**config.mk**
```make
export PLATFORM = sky130hd
export DESIGN_NAME = hub75_row_fetch
export DESIGN_NICKNAME = d
export VERILOG_FILES = /design/src/rtl/hub75_pkg.sv /design/src/rtl/hub75_skid_buf.sv /design/src/rtl/hub75_row_fetch.sv
export SDC_FILE = /design/constraint.sdc
export NUM_CORES = 1
export LEC_CHECK = 0
export CAP_MARGIN = 25
export CORE_MARGIN = 2
export CORE_UTILIZATION = 36
export CTS_CLUSTER_DIAMETER = 40
export DETAILED_ROUTE_END_ITERATION = 10
export PLACE_DENSITY_LB_ADDON = 0.12
export SYNTH_ARGS = -nofsm -noshare
export SYNTH_HDL_FRONTEND = slang
export SYNTH_SLANG_ARGS = --single-unit
```
**constraint.sdc**
```tcl
create_clock -name clk -period 3.3 [get_ports clk]
set_clock_uncertainty 0.2 [all_clocks]
set_input_delay 0.66 -clock clk [delete_from_list [all_inputs] [get_ports clk]]
set_output_delay 0.66 -clock clk [all_outputs]
set_load 0.01 [all_outputs]
```
**src/rtl/hub75_pkg.sv**
```systemverilog
// Shared constants, FSM encoding and bit-plane extraction for the HUB75 row feeder.
// Latency: n/a (package only).
// Backpressure: n/a (package only).
package hub75_pkg;

  localparam int COLS      = 64;
  localparam int HALF_ROWS = 32;
  localparam int ADDR_W    = 5;
  localparam int COL_W     = 6;
  localparam int MEM_AW    = 12;
  localparam int PLANE_W   = 3;

  // Bit offsets of each colour channel inside an RGB888 framebuffer word
  localparam int R_OFF = 16;
  localparam int G_OFF = 8;
  localparam int B_OFF = 0;

  typedef enum logic {
    IDLE  = 1'b0,
    FETCH = 1'b1
  } state_e;

  // Pull one bit-plane out of an RGB888 word as {R,G,B}
  function automatic logic [2:0] plane_bits(input logic [23:0] px, input logic [PLANE_W-1:0] plane);
    logic [23:0] sh;
    sh = px >> plane;
    return {sh[R_OFF], sh[G_OFF], sh[B_OFF]};
  endfunction

endpackage

```
**src/rtl/hub75_skid_buf.sv**
```systemverilog
// Two-entry FIFO holding extracted pixel beats between RAM return and the shifter.
// Latency: a push is visible at dout the cycle after it is written.
// Backpressure: full/empty exported; a push while full is only taken with a same-cycle pop.
module hub75_skid_buf #(
  parameter int W = 7
) (
  input  logic         clk_i,
  input  logic         rst_ni,
  input  logic         push_i,
  input  logic         pop_i,
  input  logic [W-1:0] din_i,
  output logic [W-1:0] dout_o,
  output logic         full_o,
  output logic         empty_o
);

  logic [W-1:0] mem_q [2];
  logic         wr_ptr_q;
  logic         rd_ptr_q;
  logic [1:0]   cnt_q;
  logic         push_ok;
  logic         pop_ok;

  assign empty_o = (cnt_q == 2'd0);
  assign full_o  = (cnt_q == 2'd2);
  assign pop_ok  = pop_i & ~empty_o;
  assign push_ok = push_i & (~full_o | pop_ok);
  assign dout_o  = mem_q[rd_ptr_q];

  // Storage, pointers and occupancy; simultaneous push and pop leave occupancy unchanged
  always_ff @(posedge clk_i or negedge rst_ni) begin
    if (!rst_ni) begin
      mem_q[0] <= '0;
      mem_q[1] <= '0;
      wr_ptr_q <= 1'b0;
      rd_ptr_q <= 1'b0;
      cnt_q    <= 2'd0;
    end else begin
      if (push_ok) begin
        mem_q[wr_ptr_q] <= din_i;
        wr_ptr_q        <= ~wr_ptr_q;
      end
      if (pop_ok) begin
        rd_ptr_q <= ~rd_ptr_q;
      end
      cnt_q <= cnt_q + {1'b0, push_ok} - {1'b0, pop_ok};
    end
  end

endmodule

```
**src/rtl/hub75_row_fetch.sv**
```systemverilog
// Reads one top/bottom half-row pair from the framebuffer and streams 64 bit-plane beats.
// Latency: first beat valid 2 cycles after request accept; done 66 cycles after accept at full rate.
// Backpressure: px_ready stalls the skid buffer; RAM reads throttle so at most 2 beats are outstanding.
module hub75_row_fetch
  import hub75_pkg::*;
(
  input  logic               clk,
  input  logic               rst,
  input  logic               req_valid,
  output logic               req_ready,
  input  logic [ADDR_W-1:0]  req_row,
  input  logic [PLANE_W-1:0] req_plane,
  output logic [MEM_AW-1:0]  mem_addr_top,
  output logic [MEM_AW-1:0]  mem_addr_bot,
  output logic               mem_rd,
  input  logic [23:0]        mem_data_top,
  input  logic [23:0]        mem_data_bot,
  output logic               px_valid,
  input  logic               px_ready,
  output logic [2:0]         px_rgb0,
  output logic [2:0]         px_rgb1,
  output logic               px_last,
  output logic               done
);

  state_e             state_q, state_d;
  logic [ADDR_W-1:0]  row_q, row_d;
  logic [PLANE_W-1:0] plane_q, plane_d;
  logic [COL_W:0]     issue_col_q, issue_col_d;   // one extra bit so it can rest at COLS
  logic [COL_W-1:0]   beat_col_q, beat_col_d;
  logic               done_q, done_d;
  logic               rd_vld_q;                    // read issued last cycle, data on the bus now
  logic [COL_W-1:0]   rd_col_q;                    // column of that read

  logic               pop;
  logic               skid_full, skid_empty;
  logic [6:0]         skid_din, skid_dout;
  logic [1:0]         skid_occ;
  logic [2:0]         credit;
  logic [MEM_AW-1:0]  col_ext, top_row_ext, bot_row_ext;

  assign req_ready = (state_q == IDLE);
  assign done      = done_q;
  assign pop       = px_valid & px_ready;

  // A beat leaving this cycle frees its slot, so it is subtracted; otherwise a
  // steady stream would stall every other cycle with only two slots.
  assign skid_occ = skid_full ? 2'd2 : (skid_empty ? 2'd0 : 2'd1);
  assign credit   = 3'(skid_occ) + 3'(rd_vld_q) - 3'(pop);

  // Addresses at full RAM width: row*COLS + col, bottom row offset by HALF_ROWS
  assign col_ext      = MEM_AW'(issue_col_q[COL_W-1:0]);
  assign top_row_ext  = MEM_AW'(row_q);
  assign bot_row_ext  = MEM_AW'(row_q) + MEM_AW'(HALF_ROWS);
  assign mem_addr_top = mem_rd ? ((top_row_ext << COL_W) | col_ext) : '0;
  assign mem_addr_bot = mem_rd ? ((bot_row_ext << COL_W) | col_ext) : '0;

  assign skid_din = {plane_bits(mem_data_top, plane_q),
                     plane_bits(mem_data_bot, plane_q),
                     (rd_col_q == COL_W'(COLS - 1))};

  hub75_skid_buf #(.W(7)) u_skid (
    .clk_i   (clk),
    .rst_ni  (rst),
    .push_i  (rd_vld_q),
    .pop_i   (pop),
    .din_i   (skid_din),
    .dout_o  (skid_dout),
    .full_o  (skid_full),
    .empty_o (skid_empty)
  );

  assign px_valid = ~skid_empty;
  assign px_rgb0  = px_valid ? skid_dout[6:4] : 3'b000;
  assign px_rgb1  = px_valid ? skid_dout[3:1] : 3'b000;
  assign px_last  = px_valid & skid_dout[0];

  // Next-state, read issue and counter updates
  always_comb begin
    state_d     = state_q;
    row_d       = row_q;
    plane_d     = plane_q;
    issue_col_d = issue_col_q;
    beat_col_d  = beat_col_q;
    done_d      = 1'b0;
    mem_rd      = 1'b0;
    case (state_q)
      IDLE: begin
        if (req_valid) begin
          state_d     = FETCH;
          row_d       = req_row;
          plane_d     = req_plane;
          issue_col_d = '0;
          beat_col_d  = '0;
        end
      end
      FETCH: begin
        if ((issue_col_q < (COL_W + 1)'(COLS)) && (credit < 3'd2)) begin
          mem_rd      = 1'b1;
          issue_col_d = issue_col_q + 1'b1;
        end
        if (pop) begin
          beat_col_d = beat_col_q + 1'b1;
          if (px_last) begin
            state_d = IDLE;
            done_d  = 1'b1;
          end
        end
      end
      default: state_d = IDLE;
    endcase
  end

  // State and counter registers; reset discards any read still in flight
  always_ff @(posedge clk or negedge rst) begin
    if (!rst) begin
      state_q     <= IDLE;
      row_q       <= '0;
      plane_q     <= '0;
      issue_col_q <= '0;
      beat_col_q  <= '0;
      done_q      <= 1'b0;
      rd_vld_q    <= 1'b0;
      rd_col_q    <= '0;
    end else begin
      state_q     <= state_d;
      row_q       <= row_d;
      plane_q     <= plane_d;
      issue_col_q <= issue_col_d;
      beat_col_q  <= beat_col_d;
      done_q      <= done_d;
      rd_vld_q    <= mem_rd;
      if (mem_rd) begin
        rd_col_q <= issue_col_q[COL_W-1:0];
      end
    end
  end

endmodule

```
**Drive-strength map**

Bar = 20 µm.
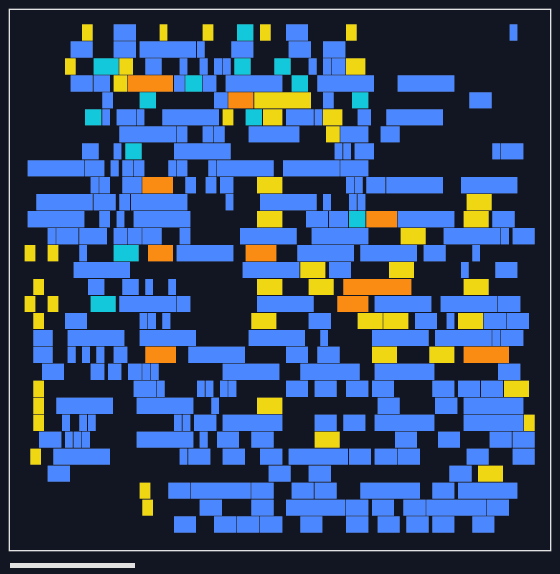
legend:
  yellow:
    size: drive 2
    cells: 47
    share: 15%
  cyan:
    size: drive 3 to 4
    cells: 14
    share: 4.5%
  blue:
    size: drive 1 or less
    cells: 243
    share: 77%
  orange:
    size: drive 6 and up
    cells: 10
    share: 3.2%

==> flow_summary.rst <==
Flow metrics
------------

.. list-table::
   :header-rows: 1

   * - Metric
     - Value
   * - Max reg flops
     - 14
   * - Yosys top cell area share
     - 42.8%
   * - Yosys Instances
     - 220
   * - Normalized max-slew margin
     - 41.7%
   * - Highest Signal Layer
     - met4
   * - Capture point of the critical path
     - mem_addr_top[7]
   * - Final non-clock buffer share
     - 27.4%
   * - Ordered cell list for the critical path
     - nor2_2 > nor2b_2 > ha_1 > nor2b_2 > xor3_2 > buf_6 > and3_1 > dlygate4sd2_1
   * - Maximum number of pins on one net before global-route repair
     - 43
   * - Status
     - complete, no violations
   * - Slowest library cell on the worst path
     - sky130_fd_sc_hd__dfrtp_1
   * - Final Slew Violations
     - 0
   * - Width of the chip
     - 86.6 µm
   * - Largest registers
     - u_skid.mem_q (14), issue_col_q (7), rd_col_q (6)
   * - Met3 demand-to-capacity share in global routing
     - 3.05%
   * - Met2 layer usage reported by global route
     - 29.4%
   * - Top pwr grp
     - combinational logic
   * - Clock network area share
     - 3.01%
   * - Simple logic cell fraction of the synthesized area
     - 13.7%
   * - Sum of internal, switching and leakage power
     - 0.00344 W
   * - Number of different library cells in the post-synthesis netlist
     - 31
   * - Count of cells resized by post-cts repair
     - 86
   * - Cells after synthesis
     - 220
   * - Global-route congestion overflow total
     - 0
   * - Die span in y
     - 86.6 µm
   * - Terminating pin of the worst hold path
     - row_q[2]
   * - Area used by multi-input combinational logic
     - 1260 µm²
   * - Yosys top cell by area
     - sky130_fd_sc_hd__dfrtp_1
   * - Fin crit share
     - 95.3%
   * - CTS tree
     - built
   * - Switching power of the nets
     - 0.00133 W
   * - Gp weighted congestion
     - 0.823
   * - Initial antenna violation count
     - 0
   * - Cell type with the highest occurrence count on the critical path
     - sky130_fd_sc_hd__nor2b_2
   * - Worst R2R Setup Slack
     - 0.78 ns
   * - Wire length per cell after detailed routing
     - 14.9 µm
   * - Dominant register cell
     - sky130_fd_sc_hd__dfrtp_1
   * - Initial cell density of the core
     - 36.7%
   * - RSZ-0062 raised after global routing
     - false
   * - Critical path buffer and inverter count
     - 2
   * - Non-filler instance count after layout
     - 394
   * - Highest-count logic cell in the final layout
     - sky130_fd_sc_hd__clkdlybuf4s50_1
   * - Length of routed met2 wiring
     - 3070 µm
   * - Instance count after placement with tap cells included
     - 378
   * - Logic share of the area
     - 35.6%
**Clock routing**

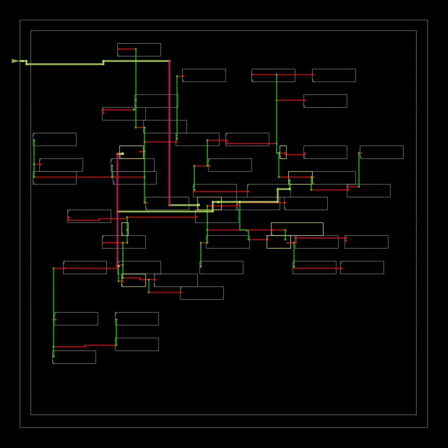
Clock Buffer Count: 7
number of flip-flops and latches: 42
clk latency late pin: 0.29 ns
Clock Power: 0.000401 W

No activity file was given, so power comes from the tool's default toggle rates.
